[src/rtl/paquete_cpu.sv]
// Shared definitions for the CPU pipeline: fetch state encoding,
// instruction geometry and the halt opcode.
package paquete_cpu;

  // Fetch stage control states
  typedef enum logic [1:0] {
    ESPERA   = 2'd0,
    EJECUTA  = 2'd1,
    DETENIDO = 2'd2
  } estado_t;

  // Instructions are four bytes wide and word aligned
  localparam int         PASO_INSTR  = 4;
  localparam int         ANCHO_INSTR = 32;
  localparam logic [7:0] OPC_HALT    = 8'hFF;

  // Forces a byte address onto an instruction boundary
  function automatic logic [7:0] alinear(input logic [7:0] dir);
    return {dir[7:2], 2'b00};
  endfunction

endpackage

[src/rtl/contador_sat.sv]
// Up-counter that sticks at its all-ones value instead of wrapping.
module contador_sat #(
  parameter int width = 16
) (
  input  logic             clk,
  input  logic             rst_n,
  input  logic             inc,
  output logic [width-1:0] q
);

  logic [width-1:0] q_reg;

  // Count on inc, but never roll over from the maximum value
  always_ff @(posedge clk or negedge rst_n) begin
    if (!rst_n) begin
      q_reg <= '0;
    end else if (inc && (q_reg != {width{1'b1}})) begin
      q_reg <= q_reg + 1'b1;
    end
  end

  assign q = q_reg;

endmodule

[src/rtl/etapa_fetch.sv]
// Instruction-fetch stage: owns the PC, addresses the 4-byte instruction
// memory, latches the returned word into the IR and offers it to decode
// through a valid/ready handshake. Handles branch redirect, stall, halt.
module etapa_fetch #(
  parameter logic [7:0] PC_RESET = 8'h00,
  parameter logic [7:0] OPC_HALT = paquete_cpu::OPC_HALT,
  parameter int         PASO     = paquete_cpu::PASO_INSTR
) (
  input  logic                                clk,
  input  logic                                rst_n,
  input  logic                                en,
  output logic [7:0]                          Direccion,
  input  logic [7:0]                          B1,
  input  logic [7:0]                          B2,
  input  logic [7:0]                          B3,
  input  logic [7:0]                          B4,
  input  logic                                salto,
  input  logic [7:0]                          salto_dir,
  output logic [paquete_cpu::ANCHO_INSTR-1:0] ir,
  output logic [7:0]                          ir_pc,
  output logic                                ir_valid,
  input  logic                                ir_ready,
  output logic                                detenido,
  output logic                                err_alin,
  output logic [15:0]                         cont_instr
);

  import paquete_cpu::*;

  localparam logic [7:0] PASO8 = 8'(PASO);

  estado_t                estado_reg, estado_next;
  logic [7:0]             pc_reg, pc_next;
  logic [ANCHO_INSTR-1:0] ir_reg, ir_next;
  logic [7:0]             ir_pc_reg, ir_pc_next;
  logic                   ir_valid_reg, ir_valid_next;
  logic                   err_alin_reg, err_alin_next;

  logic                   carga;
  logic                   redirige;
  logic                   es_halt;
  logic [ANCHO_INSTR-1:0] palabra;
  logic [7:0]             bytes_mem [4];

  assign bytes_mem[0] = B1;
  assign bytes_mem[1] = B2;
  assign bytes_mem[2] = B3;
  assign bytes_mem[3] = B4;

  // B1 is the most significant byte of the instruction word
  genvar gi;
  generate
    for (gi = 0; gi < 4; gi++) begin : g_bytes
      assign palabra[ANCHO_INSTR-1-8*gi -: 8] = bytes_mem[gi];
    end
  endgenerate

  // Redirect beats everything; otherwise load whenever the IR is free or
  // being consumed on this same edge
  assign redirige = (estado_reg == EJECUTA) && salto;
  assign carga    = (estado_reg == EJECUTA) && !salto && (!ir_valid_reg || ir_ready);
  assign es_halt  = (palabra[ANCHO_INSTR-1 -: 8] == OPC_HALT);

  // Next-state, PC and IR update logic
  always_comb begin
    estado_next   = estado_reg;
    pc_next       = pc_reg;
    ir_next       = ir_reg;
    ir_pc_next    = ir_pc_reg;
    ir_valid_next = ir_valid_reg;
    err_alin_next = err_alin_reg;

    // A completed handshake empties the IR unless a new word replaces it
    if (ir_valid_reg && ir_ready) begin
      ir_valid_next = 1'b0;
    end

    case (estado_reg)
      ESPERA: begin
        if (en) begin
          estado_next = EJECUTA;
        end
      end

      EJECUTA: begin
        if (redirige) begin
          pc_next       = alinear(salto_dir);
          ir_valid_next = 1'b0;
          if (salto_dir[1:0] != 2'b00) begin
            err_alin_next = 1'b1;
          end
        end else if (carga) begin
          ir_next       = palabra;
          ir_pc_next    = pc_reg;
          ir_valid_next = 1'b1;
          pc_next       = pc_reg + PASO8;
        end

        // A latched halt takes precedence over dropping the enable
        if (carga && es_halt) begin
          estado_next = DETENIDO;
        end else if (!en) begin
          estado_next = ESPERA;
        end
      end

      DETENIDO: begin
        estado_next = DETENIDO;
      end

      default: begin
        estado_next = ESPERA;
      end
    endcase
  end

  // State and datapath registers
  always_ff @(posedge clk or negedge rst_n) begin
    if (!rst_n) begin
      estado_reg   <= ESPERA;
      pc_reg       <= PC_RESET;
      ir_reg       <= '0;
      ir_pc_reg    <= '0;
      ir_valid_reg <= 1'b0;
      err_alin_reg <= 1'b0;
    end else begin
      estado_reg   <= estado_next;
      pc_reg       <= pc_next;
      ir_reg       <= ir_next;
      ir_pc_reg    <= ir_pc_next;
      ir_valid_reg <= ir_valid_next;
      err_alin_reg <= err_alin_next;
    end
  end

  contador_sat #(
    .width (16)
  ) u_contador (
    .clk   (clk),
    .rst_n (rst_n),
    .inc   (carga),
    .q     (cont_instr)
  );

  assign Direccion = pc_reg;
  assign ir        = ir_reg;
  assign ir_pc     = ir_pc_reg;
  assign ir_valid  = ir_valid_reg;
  assign detenido  = (estado_reg == DETENIDO);
  assign err_alin  = err_alin_reg;

endmodule
[config.mk]
export PLATFORM = sky130hd
export DESIGN_NAME = etapa_fetch
export DESIGN_NICKNAME = d
export VERILOG_FILES = /design/src/rtl/paquete_cpu.sv /design/src/rtl/contador_sat.sv /design/src/rtl/etapa_fetch.sv
export SDC_FILE = /design/constraint.sdc
export NUM_CORES = 1
export LEC_CHECK = 0
export ABC_CLOCK_PERIOD_IN_PS = 2100
export CAP_MARGIN = 20
export CORE_ASPECT_RATIO = 0.8
export CORE_MARGIN = 2
export CORE_UTILIZATION = 40
export CTS_CLUSTER_DIAMETER = 30
export DETAILED_ROUTE_END_ITERATION = 8
export PLACE_DENSITY = 0.83
export SKIP_LAST_GASP = 1
export SYNTH_ARGS = -nofsm -noshare
export SYNTH_HDL_FRONTEND = slang
export SYNTH_SLANG_ARGS = --single-unit
[constraint.sdc]
create_clock -name clk -period 2.1 [get_ports clk]
set_input_delay 0.21 -clock clk [delete_from_list [all_inputs] [get_ports clk]]
set_output_delay 0.21 -clock clk [all_outputs]
set_load 0.01 [all_outputs]
final_placement.png
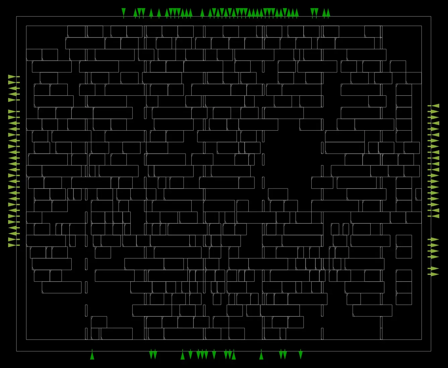
Core ar.: 6790 um^2
flop share of the area: 38.3%
TAP cells: 87
sequential cell count: 64
post-route non-filler standard cell count: 421

registers.png
Scale: 3 px per um.
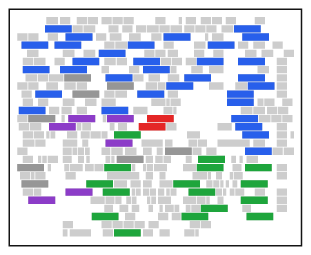
[purple] Direccion | sequential cells: 6 | where: middle left
[green] u_contador.q | sequential cells: 16
[red] estado_reg | sequential cells: 2
[blue] ir | sequential cells: 32
not colored: 8

-- worst max-delay path: cells and delay by family (launching register included) --
kind | cells | cell delay, ns
xor gates and xnor gates | 1 | 0.15
adders and majority gates | 1 | 0.24
and+or+nand+nor | 3 | 0.56
buffers and inverters | 1 | 0.24
DFF | 1 | 0.42
-- per-layer routing --
layer	vias to the layer above	GRT usage (%)	wire, um
li1	975	-	-
met1	1015	19.5	2560
met2	81	26.8	3020
met3	10	6.77	544
met4	0	5.49	84
met5	-	0	0
-- cell families (layout without fill, tap and decap cells) --
kind of cell | count (synthesis) | after routing
mux | 40 | 40
buf+inv | 14 | 131
compound gates | 10 | 10
other cells | 1 | 4
flops | 64 | 64
simple gates | 63 | 63
xor+xnor | 20 | 20
fa+ha+maj | 2 | 2
-- layout make-up --
| type | instances | area share [%] |
|---|---|---|
| Inverter | 1 | 0.0897 |
| Clock buffer | 10 | 3.29 |
| Timing Repair Buffer | 114 | 27.4 |
| Tap cell | 87 | 2.60 |
| Multi-Input combinational cell | 139 | 26.2 |
| Sequential cell | 64 | 38.3 |
| Clock inverter | 6 | 2.21 |
-- cell usage after synthesis, drive strengths merged --
| cell | count | area share [%] |
|---|---|---|
| o32ai | 1 | 0.32 |
| and2 | 2 | 0.45 |
| and3 | 5 | 1.1 |
| and4 | 2 | 0.63 |
| xor2 | 20 | 6.3 |
| nor3b | 2 | 0.72 |
| buf | 11 | 2.7 |
| o311a | 1 | 0.36 |
| conb | 1 | 0.14 |
| clkbuf | 2 | 0.27 |
| ha | 2 | 0.90 |
| mux2i | 1 | 0.36 |
| nor4 | 5 | 2.0 |
| nor2b | 1 | 0.23 |
| o21bai | 2 | 0.54 |
| mux2 | 39 | 16 |
| nor3 | 8 | 1.4 |
| nor2 | 11 | 1.5 |
| dfrtp | 64 | 58 |
| inv | 1 | 0.14 |
| nand2b | 1 | 0.23 |
| nand3 | 4 | 0.72 |
| nand2 | 12 | 1.7 |
| nand4 | 10 | 2.3 |
| a21oi | 6 | 1.1 |
-- timing repair --
action	in CTS	in global routing
endpoints found under the hold margin	64	0
setup endpoints to repair	0	0
hold buffers	1	0
-- through the flow --
stage	worst slack [ns]	std cells	area, um^2	hold slack (ns)	util, %
floorplan	0.496	217	2780	-0.0856	-
global placement	0.360	404	3950	0.250	58.1
detailed placement	0.274	404	3950	0.251	58.1
CTS	0.364	421	4190	0.412	61.7
global route	0.288	421	4190	0.438	61.7
finish	0.370	421	4190	0.409	61.7
-- power groups by stage --
stage	clock network, W	registers, W	logic [W]
2_1_floorplan	0	0.00126	0.0000109
3_3_place_gp	0	0.00126	0.000118
3_5_place_dp	0	0.00126	0.000120
4_1_cts	0.00122	0.00123	0.000122
5_1_grt	0.00127	0.00123	0.000130
6_report	0.00118	0.00123	0.000119
-- worst paths after layout --
check                      depth (start not counted)       startpoint  slack, ns         endpoint
max                                                6  u_contador.q[0]       0.37  u_contador.q[3]
min                                                3            rst_n       0.41  u_contador.q[2]
max reg2reg                                        6  u_contador.q[0]       0.37  u_contador.q[3]
min reg2reg                                        1         err_alin       0.48         err_alin
max in group asynchronous                          3            rst_n       1.41           ir[31]
min in group clk                                   2               en       0.44    estado_reg[0]
==> impl_metrics.yaml <==
# generated from flow reports
final_timing:
  setup_viol: 0
  tns_ns: 0
  hold_viol_final: 0
  fin_worst_skew_ns: 0.00414
cts:
  htreeDepth: 3
pwr:
  p_sw_w: 0.000516
  clkPwrFrac_pct: 46.6
  combPwrFrac_pct: 4.7
setup_path:
  cp_slowest_cell: "dfrtp_1"
  required_ns: 2.30
finish:
  drive_above_1_share_pct: 20.7
  diodes: 0
global_routing:
  grt_overflow: 0
  grt_pass1_wl_mm: 9.75
outcome:
  status: "completed"
placed_design:
  dp_hpwl_mm: 4.50
die:
  dieArea_um2: 7600
detailed_routing:
  drc: 0
  ant_nets: 0
logic_synthesis:
  synth_flops: 64
  yosysSeqAreaShare_pct: 57.9
Power is estimated from default activity; no workload was simulated.
